$ cat src/rtl/demux1to4_tdm_if.sv
// Bus between the serial sample source and the 1:4 TDM demultiplexer.
interface demux1to4_tdm_if #(
  parameter int unsigned W = 1
);
  logic [W-1:0] z;
  logic         valid;
  logic         sync;
  logic [W-1:0] a;
  logic [W-1:0] b;
  logic [W-1:0] c;
  logic [W-1:0] d;
  logic         frame_valid;
  logic [1:0]   sel;
  logic         err;

  // Sample source side: drives the serial lane, observes the frame.
  modport master (
    output z, valid, sync,
    input  a, b, c, d, frame_valid, sel, err
  );

  // Demultiplexer side.
  modport slave (
    input  z, valid, sync,
    output a, b, c, d, frame_valid, sel, err
  );
endinterface

$ cat src/rtl/demux1to4_tdm.sv
// Time-division 1:4 demultiplexer: collects four serial samples into slots A..D
// and presents them as one registered frame with a single-cycle strobe.
module demux1to4_tdm #(
  parameter int unsigned W = 1
) (
  input logic            clk,
  input logic            rst,
  demux1to4_tdm_if.slave bus
);

  logic [1:0]   sel_q;
  logic [W-1:0] s0_q, s1_q, s2_q;
  logic [W-1:0] a_q, b_q, c_q, d_q;
  logic         frame_valid_q;
  logic         err_q;

  // Slot counter, shadow capture, frame publish and strobes.
  always_ff @(posedge clk) begin
    if (rst) begin
      sel_q         <= 2'd0;
      s0_q          <= '0;
      s1_q          <= '0;
      s2_q          <= '0;
      a_q           <= '0;
      b_q           <= '0;
      c_q           <= '0;
      d_q           <= '0;
      frame_valid_q <= 1'b0;
      err_q         <= 1'b0;
    end else begin
      frame_valid_q <= 1'b0;
      err_q         <= 1'b0;
      if (bus.valid) begin
        if (bus.sync) begin
          // A sync sample always starts a new frame; anything collected so far is dropped.
          s0_q  <= bus.z;
          sel_q <= 2'd1;
          err_q <= (sel_q != 2'd0);
        end else begin
          unique case (sel_q)
            2'd0: s0_q <= bus.z;
            2'd1: s1_q <= bus.z;
            2'd2: s2_q <= bus.z;
            2'd3: begin
              a_q           <= s0_q;
              b_q           <= s1_q;
              c_q           <= s2_q;
              d_q           <= bus.z;
              frame_valid_q <= 1'b1;
            end
            default: ;
          endcase
          sel_q <= sel_q + 2'd1;
        end
      end
    end
  end

  // Registered state straight onto the bus.
  always_comb begin
    bus.a           = a_q;
    bus.b           = b_q;
    bus.c           = c_q;
    bus.d           = d_q;
    bus.frame_valid = frame_valid_q;
    bus.sel         = sel_q;
    bus.err         = err_q;
  end

endmodule

$ cat src/flat_wrapper.sv
// flat-port wrapper written by rule: the top's interface ports become plain ports
module demux1to4_tdm_flat 
#(
  parameter int unsigned W = 1
)
  (clk, rst, bus_z, bus_valid, bus_sync, bus_a, bus_b, bus_c, bus_d, bus_frame_valid, bus_sel, bus_err);
  demux1to4_tdm_if #(.W(W)) bus_i ();
  input logic clk;
  input logic rst;
  input wire logic [$bits(bus_i.z)-1:0] bus_z;
  input wire logic [$bits(bus_i.valid)-1:0] bus_valid;
  input wire logic [$bits(bus_i.sync)-1:0] bus_sync;
  output wire logic [$bits(bus_i.a)-1:0] bus_a;
  output wire logic [$bits(bus_i.b)-1:0] bus_b;
  output wire logic [$bits(bus_i.c)-1:0] bus_c;
  output wire logic [$bits(bus_i.d)-1:0] bus_d;
  output wire logic [$bits(bus_i.frame_valid)-1:0] bus_frame_valid;
  output wire logic [$bits(bus_i.sel)-1:0] bus_sel;
  output wire logic [$bits(bus_i.err)-1:0] bus_err;
  assign bus_i.z = bus_z;
  assign bus_i.valid = bus_valid;
  assign bus_i.sync = bus_sync;
  assign bus_a = bus_i.a;
  assign bus_b = bus_i.b;
  assign bus_c = bus_i.c;
  assign bus_d = bus_i.d;
  assign bus_frame_valid = bus_i.frame_valid;
  assign bus_sel = bus_i.sel;
  assign bus_err = bus_i.err;
  demux1to4_tdm #(.W(W)) u_core (.clk(clk), .rst(rst), .bus(bus_i));
endmodule
$ cat config.mk
export PLATFORM = sky130hd
export DESIGN_NAME = demux1to4_tdm_flat
export DESIGN_NICKNAME = d
export VERILOG_FILES = /design/src/rtl/demux1to4_tdm_if.sv /design/src/rtl/demux1to4_tdm.sv /design/src/flat_wrapper.sv
export SDC_FILE = /design/constraint.sdc
export NUM_CORES = 1
export LEC_CHECK = 0
export ABC_AREA = 1
export CAP_MARGIN = 5
export CORE_AREA = 2 2 39 41
export CTS_CLUSTER_DIAMETER = 60
export DETAILED_ROUTE_END_ITERATION = 16
export DIE_AREA = 0 0 41 43
export PLACE_DENSITY = 0.73
export SLEW_MARGIN = 20
export SYNTH_ARGS = -nofsm -noshare
export SYNTH_HDL_FRONTEND = slang
export SYNTH_SLANG_ARGS = --single-unit
$ cat constraint.sdc
create_clock -name clk -period 2.6 [get_ports clk]
set_clock_uncertainty 0.05 [all_clocks]
set_input_delay 0.26 -clock clk [delete_from_list [all_inputs] [get_ports clk]]
set_output_delay 0.26 -clock clk [all_outputs]
set_load 0.05 [all_outputs]
Run 1, metal 1:
Bar = 10 µm. Supply wires on this layer in gray.
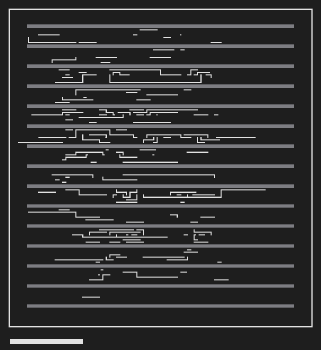
longest straight run = 12.4 µm
wire length on this layer = 402 µm
share of all routed wire = 43%
final wirelength: 933 µm
via count: 447
met1 Use GR: 0.157

Run 1, placed cells, one color a class:
Fill, decap, tap and diode cells in gray.
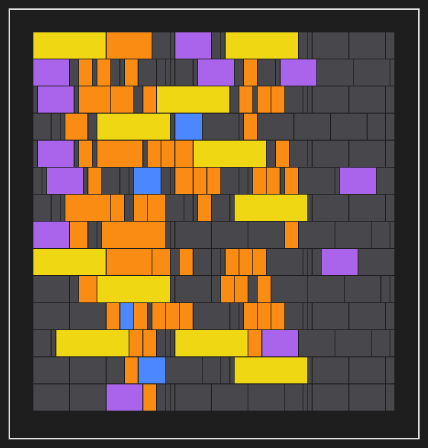
all other logic -> orange  # cells 57, share of their area 43%
other buffers and delay cells -> purple  # cells 12, share of their area 19%
flip-flops -> yellow  # cells 11, share of their area 34%
clock drivers and dummy loads -> blue  # cells 4, share of their area 4.1%
sequential share of cell area: 0.330
Design Area, Final: 667 µm²

Run 1, signal metal coverage by tile:
Bar = 10 µm. The die is cut into 8 by 9 equal tiles; black is low, pale yellow is high, scaled to the fullest tile. Values are wire area over tile area, all layers added.
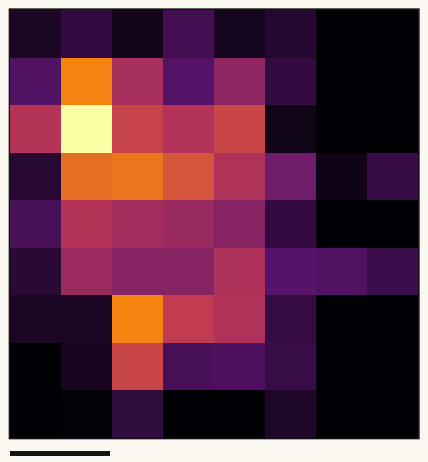
emptiest ninth of the die = top right
nearly empty tiles = 26%
fullest tile = 0.36
mean over tiles = 0.083
gr usage total: 0.140
WL per Instance: 9.33 µm

==> flow_metrics.tcl, run 1 <==
# implementation run metrics
set metrics [dict create \
    final_util 0.482 \
    simple_gate_share 0.310 \
    status "finished clean" \
    synthTopCellsByCount "16 x nand2_1, 14 x nor2_1, 11 x dfxtp_1, 11 x inv_1, 4 x ha_1" \
    ys_cells 69 \
    hold_class "register to register" \
    yosys.area.top_type_share 0.433 \
    flop_cell "dfxtp_1" \
    critical_path_class "register to output pin" \
    die_area_um2 1760 \
    power_density_nw_per_um2 505 \
    p_seq_frac 0.526 \
    synth_nets 78 \
    busiest_layer "met2" \
    drive_gt1_frac 0.0952 \
    grt_pass1_wl_um 1660 \
    detail-route-antenna-nets 0 \
    max_clock_freq_mhz 547 \
    p_int_mw 0.249 \
    p_clk_frac 0.345 \
    aoi_share 0.0468 \
    fillers 147 \
    io_pins 13 \
    p_leak_nw 0.324 \
    xor_share 0 \
    power_switching_mw 0.0877 \
    use_met3 0.0314 \
    peakVddDrop_v 0.000237 \
    grt_max_degree 10 \
    final-hold-violation-count 0 \
    synthTopLogicFamily "simple AND/OR/NAND/NOR gates" \
    final.setup.tns_ns 0 \
    cap_violations 0 \
    netlist_instances 69 \
    cp-start-kind "register" \
    dp_hpwl_um 678 \
    cts_buffer_depth 2 \
    yosysMostFrequentCell "nand2_1" \
    diodes 0 \
    period_used_share 0.703 \
    grt_pass1_vias 428 \
    synthTopCellsByArea "dfxtp_1 43%, nand2_1 12%, nor2_1 10%" \
    fin_crit_ns 1.83 \
    path_buffers 1 \
    synth_flops 11 \
    async_reset_ff_frac 0 \
    path_clk_slew_ns 0.06 \
    largest_reg_flops 2 \
    cts_max_level 1 \
    netlist_area_um2 508 \
    crit_family "buffers and inverters" \
    grt.met2_usage 0.219 \
    drt_iter0_drc 10 \
    yosys_area_um2 508 \
    comb_power_share 0.129 \
    die_w_um 41 \
    cp.required_ns 2.29 \
    crit_chain "clkdlybuf4s50_1" \
    critPathCaptureType "output pin" \
    root_buffer "clkbuf_4" \
    post_cts_buffers 0 \
    clock_latency_ns 0.27 \
    postSynthAreaPerCell_um2 7.36 \
    syn2layout_area_growth_pct 31.3 \
    nets 94 \
    fp_util 0.367 \
    warnings 29 \
    adder_share 0.0985 \
    rows 14 \
    cp_data_arrival_time_ns 1.52 \
    routed_via_density 4.47 \
    cts_buffers 3 \
    overflow 0 \
    drc 0 \
    critPathMaxStageDelay_ns 0.84 \
    rsz0062_at_grt "false" \
    cts_hold_repair.buffers 0 \
    port_buffers 12 \
    synth_seq_share 0.433 \
    ys_sh_mux 0 \
    grt_antenna_before_repair 0 \
    slew_headroom 0.668 \
    place.gp.congestion 0.742 \
    top_area_cell "dfxtp_1" \
    ctsResizeCount 0 \
]
run 1: area by class of cell:
cell class,count,area (µm²),area share
clock buffer,4,26.3,0.0394
inverter,13,48.8,0.0732
multi-input combinational,44,231,0.347
sequential,11,220,0.330
tap,16,20.0,0.0300
timing repair buffer,12,120,0.180
run 1: power groups by stage:
stage	Combinational [mW]	Sequential, mW	Clock [mW]
after floorplan	0.0192	0.189	0
after global placement	0.0430	0.181	0
after detailed placement	0.0433	0.181	0
after CTS	0.0440	0.177	0.121
after global routing	0.0489	0.177	0.128
final	0.0435	0.177	0.116
run 1: routing by layer:
metal  up-vias  wire, µm
li1        236         -
met1       199       402
met2        10       481
met3         2        39
met4         0         9
met5         -         0
run 1: final timing paths:
path | start | end | slack (ns) | depth (start not counted)
setup / recovery | u_core.bus.sel[0] | bus_sel[0] | 0.77 | 1
hold / removal | u_core.s1_q | u_core.bus.b | 0.44 | 2
setup reg to reg | u_core.bus.sel[0] | u_core.s0_q | 1.43 | 6
hold reg to reg | u_core.s1_q | u_core.bus.b | 0.44 | 2
run 1: cell usage in the layout, fill, tap and decap left out, drive strengths merged:
| master | count |
|---|---|
| nand2 | 16 |
| nor2 | 15 |
| inv | 13 |
| clkdlybuf4s50 | 12 |
| dfxtp | 11 |
| ha | 4 |
| nand3 | 4 |
| clkbuf | 4 |
| a21oi | 3 |
| o21ai | 1 |
| nor4 | 1 |
run 1: metrics by stage:
step	std cells	power, mW	cell area (µm²)	setup slack (ns)	hold WS (ns)
after floorplan	69	0.209	508	1.15	0.272
after global placement	96	0.224	641	1.08	0.423
after detailed placement	96	0.224	641	1.06	0.431
after CTS	100	0.342	667	0.756	0.441
after global routing	100	0.354	667	0.719	0.465
final	100	0.337	667	0.771	0.445
## Run 2: what changed since run 1
PLACE_DENSITY = 0.75   (was 0.73)
clock period = 1.65 ns   (was 2.6 ns; I/O delays follow)
Run 2, placed cells, one color a class:
Fill, decap, tap and diode cells in gray.
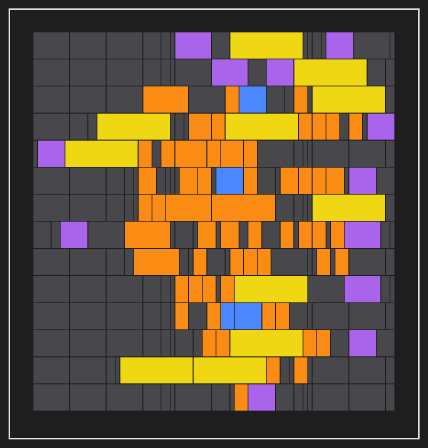
flip-flops -> yellow  # cells 11, share of their area 35%
other buffers and delay cells -> purple  # cells 12, share of their area 16%
all other logic -> orange  # cells 57, share of their area 45%
clock drivers and dummy loads -> blue  # cells 4, share of their area 4.2%

Run 2, signal wires by layer:
Bar = 10 µm. Only two layers are drawn.
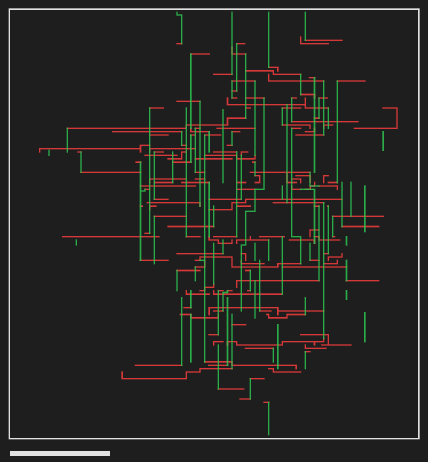
met1 -> red  # wire length 438 µm
met2 -> green  # wire length 400 µm
final wirelength: 894 µm
gr usage total: 0.121
WL per Instance: 8.94 µm

==> flow_metrics.tcl, run 2 <==
# implementation run metrics
set metrics [dict create \
    status "finished clean" \
    largest_reg_flops 2 \
    synth_seq_share 0.433 \
    hold_class "register to register" \
    use_met3 0.0471 \
    rows 14 \
    clock_latency_ns 0.26 \
    warnings 29 \
    synth_nets 78 \
    met2_length_um 399 \
    mostFrequentLayoutCells "16 x nand2_1, 14 x nor2_1, 11 x inv_1, 11 x dfxtp_1, 8 x buf_4" \
    fp_util 0.367 \
    critical_path_class "register to register" \
    final-hold-violation-count 0 \
    crit_family "flip-flops" \
    die_area_um2 1760 \
    top_area_cell "dfxtp_1" \
    adder_share 0.0985 \
    dp_hpwl_um 677 \
    netlist_area_um2 508 \
    cts_max_level 1 \
    yosys.area.top_type_share 0.433 \
    die_w_um 41 \
    ys_cells 69 \
    final_layout_top_logic_cell "nand2_1" \
    final.setup.tns_ns 0 \
    yosysMostFrequentCell "nand2_1" \
    flop_cell "dfxtp_1" \
    synthTopLogicFamily "simple AND/OR/NAND/NOR gates" \
    nets 94 \
    drt_iter0_drc 9 \
    cts_buffer_depth 2 \
    rsz0062_at_grt "false" \
    xor_share 0 \
    power_density_nw_per_um2 811 \
    num_vias 426 \
    slew_headroom 0.793 \
    post_cts_buffers 0 \
    crit_chain "inv_1 -> ha_1 -> inv_1 -> nand2_1 -> a21oi_1 -> nor2_1" \
    p_leak_nw 0.339 \
    cp-start-kind "register" \
    routed_via_density 4.26 \
    place.gp.congestion 0.721 \
    path_clk_slew_ns 0.06 \
    fin_crit_ns 1.18 \
    path_buffers 2 \
    cp.required_ns 1.76 \
    synthTopCellsByArea "dfxtp_1 43%, nand2_1 12%, nor2_1 10%" \
    overflow 0 \
    ys_sh_mux 0 \
    port_buffers 12 \
    cp_data_arrival_time_ns 1.28 \
    drive_gt1_frac 0.190 \
    ctsResizeCount 0 \
    yosys_area_um2 508 \
    period_used_share 0.713 \
    critPathCaptureType "register" \
    peakVddDrop_v 0.000300 \
    root_buffer "clkbuf_4" \
    grt.met2_usage 0.163 \
    max_clock_freq_mhz 850 \
    io_pins 13 \
    met1_usage 0.153 \
    wl_met3_um 57 \
    drc 0 \
    detail-route-antenna-nets 0 \
    async_reset_ff_frac 0 \
    wl_met1_um 437 \
    grt_pass1_wl_um 1420 \
    critPathMaxStageDelay_ns 0.41 \
]
run 2: cell count changes in the layout (fill, tap and decap cells not counted):
cell,previous run,this run
buf_4,0,8
clkdlybuf4s50_1,12,4
run 2: power breakdown:
part	switching (mW)	leakage [nW]	internal [mW]
Sequential	0.00607	0.0894	0.273
Clock	0.0845	0.0150	0.0934
Combinational	0.0426	0.235	0.0249
Total	0.133	0.339	0.391
run 2: metrics by stage:
| step | worst slack [ns] | std cells | area [µm²] | hold slack (ns) | power (mW) |
|---|---|---|---|---|---|
| detailed placement | 0.320 | 96 | 621 | 0.433 | 0.353 |
| floorplan | 0.197 | 69 | 508 | 0.177 | 0.329 |
| CTS | 0.465 | 100 | 647 | 0.445 | 0.530 |
| global placement | 0.336 | 96 | 621 | 0.416 | 0.351 |
| global route | 0.359 | 100 | 647 | 0.455 | 0.553 |
| finish | 0.474 | 100 | 647 | 0.442 | 0.524 |
run 2: final timing paths:
check	from	slack (ns)	endpoint	cells past startpoint
worst max-delay path	u_core.bus.sel[0]	0.47	u_core.s0_q	6
worst min-delay path	u_core.s0_q	0.44	u_core.bus.a	2
worst max register to register	u_core.bus.sel[0]	0.47	u_core.s0_q	6
worst min register to register	u_core.s0_q	0.44	u_core.bus.a	2
run 2: cells by family (layout without fill, tap and decap cells):
logic type	Yosys count	count (layout)
AND/OR/NAND/NOR	36	36
flip-flops	11	11
AND-OR/OR-AND	4	4
adder cells (fa/ha/maj)	4	4
buffers and inverters	14	29
run 2: layout make-up:
type	instances	area (µm²)
inverters	13	48.8
fillers	141	737
well taps	16	20.0
clock buffers	4	26.3
repair buffers	12	100
flip-flops and latches	11	220
multi-input cells	44	231
## Run 3: what changed since run 2
PLACE_DENSITY = 0.73   (was 0.75)
clock period = 1.1 ns   (was 1.65 ns; I/O delays follow)
Run 3, signal metal coverage by tile:
Bar = 10 µm. The die is cut into 8 by 9 equal tiles; black is low, pale yellow is high, scaled to the fullest tile. Values are wire area over tile area, all layers added.
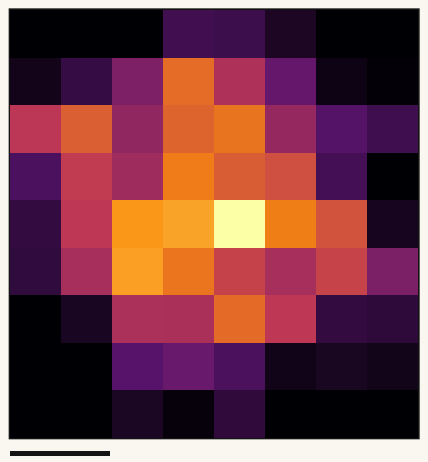
tiles over half the peak = 25%
mean over tiles = 0.10
fullest tile = 0.34

Run 3, metal 1:
Bar = 10 µm. Supply wires on this layer in gray.
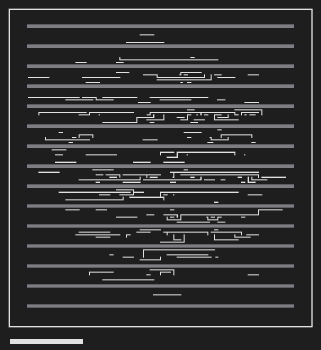
wire length on this layer = 450 µm
nets with wire on the layer = 80
main direction = horizontal
share of all routed wire = 41%

==> flow_metrics.tcl, run 3 <==
# implementation run metrics
set metrics [dict create \
    status "finished clean" \
    cts_buffer_depth 2 \
    slew_headroom 0.697 \
    crit_chain "inv_4 -> ha_4 -> inv_2 -> nand2_2 -> a21oi_2 -> nor2_1" \
    fin_ws_ns 0.0435 \
    wl_met1_um 450 \
    comb_cell_power_mw 0.141 \
    p_sw_frac 0.278 \
    dpl_cell_area_um2 758 \
    comb_power_share 0.166 \
    place.gp.congestion 0.709 \
    synthTopCellsByArea "dfxtp_1 43%, nand2_1 12%, nor2_1 10%" \
    period_used_share 0.960 \
    dp_hpwl_um 720 \
    critPathMaxStageDelay_ns 0.41 \
    top_area_cell "dfxtp_1" \
    final_cells 103 \
    dp_slack_ns -0.191 \
    drive_gt1_frac 0.368 \
    path_clk_slew_ns 0.07 \
    largest_reg_flops 2 \
    grt_pass1_wl_um 1560 \
    seq_power_mw 0.426 \
    synth_nets 78 \
    total_power_mw 0.850 \
    detail-route-antenna-nets 0 \
    hold_end "u_core.bus.err" \
    drc 0 \
    power_density_nw_per_um2 1010 \
    fillers 125 \
    fin_crit_ns 1.06 \
    clock_latency_ns 0.27 \
    warnings 30 \
    cp-start-kind "register" \
    async_reset_ff_frac 0 \
    p_int_mw 0.613 \
    peakVddDrop_v 0.000612 \
    yosys.area.top_type_share 0.433 \
    rows 14 \
    nets 97 \
    clock_power_mw 0.283 \
    routed_via_density 4.65 \
    rsz0062_at_grt "true" \
    ys_cells 69 \
    p_clk_frac 0.334 \
    reg2reg_setup_slack_ns 0.04 \
    root_buffer "clkbuf_4" \
]
## run 3: cell counts after synthesis
No cell type changed its count.
## run 3: layer usage
metal,vias up,GRT usage
li1,244,-
met1,220,0.148
met2,10,0.200
met3,5,0.0785
met4,0,0.0800
met5,-,0
## run 3: timing repair
| action | 4_1_cts | 5_1_grt |
|---|---|---|
| gates cloned | 0 | 1 |
| pin swaps | 0 | 3 |
| hold buffers | 0 | 0 |
| resized | 1 | 11 |
| endpoints found under the setup margin | 1 | 6 |
## run 3: cell type report
type                            instances  area (µm²)  share of cell area
Sequential cell                        11         228               0.270
Tap cell                               16        20.0              0.0237
Multi-Input combinational cell         45         298               0.353
Inverter                               13        53.8              0.0638
Timing Repair Buffer                   14         218               0.258
Clock buffer                            4        26.3              0.0312
## run 3: worst max path at each step
| stage | start | cells past startpoint | slack (ns) | to |
|---|---|---|---|---|
| floorplan | u_core.bus.sel[1] | 6 | 0.008 | u_core.s0_q |
| global placement | bus_valid | 4 | -0.16 | u_core.bus.a |
| detailed placement | bus_valid | 4 | -0.19 | u_core.bus.d |
| CTS | u_core.bus.sel[0] | 5 | 0.005 | u_core.bus.a |
| global route | u_core.bus.sel[0] | 3 | -0.03 | u_core.bus.err |
| finish | u_core.bus.sel[0] | 6 | 0.04 | u_core.s0_q |
## run 3: critical path: cells and delay by family (launching register included)
kind            cells  cell delay [ns]
compound gates      1             0.12
fa+ha+maj           1             0.16
buf+inv             2             0.10
flops               1             0.41
simple gates        2             0.11
## run 3: kinds of logic after synthesis
family | Yosys count | share of synthesized area
DFF | 11 | 0.433
adders and majority gates | 4 | 0.0985
AOI/OAI and AO/OA | 4 | 0.0468
and+or+nand+nor | 36 | 0.310
buffers and inverters | 14 | 0.111
Power figures rest on the tool's default switching activity, not on a simulated workload.
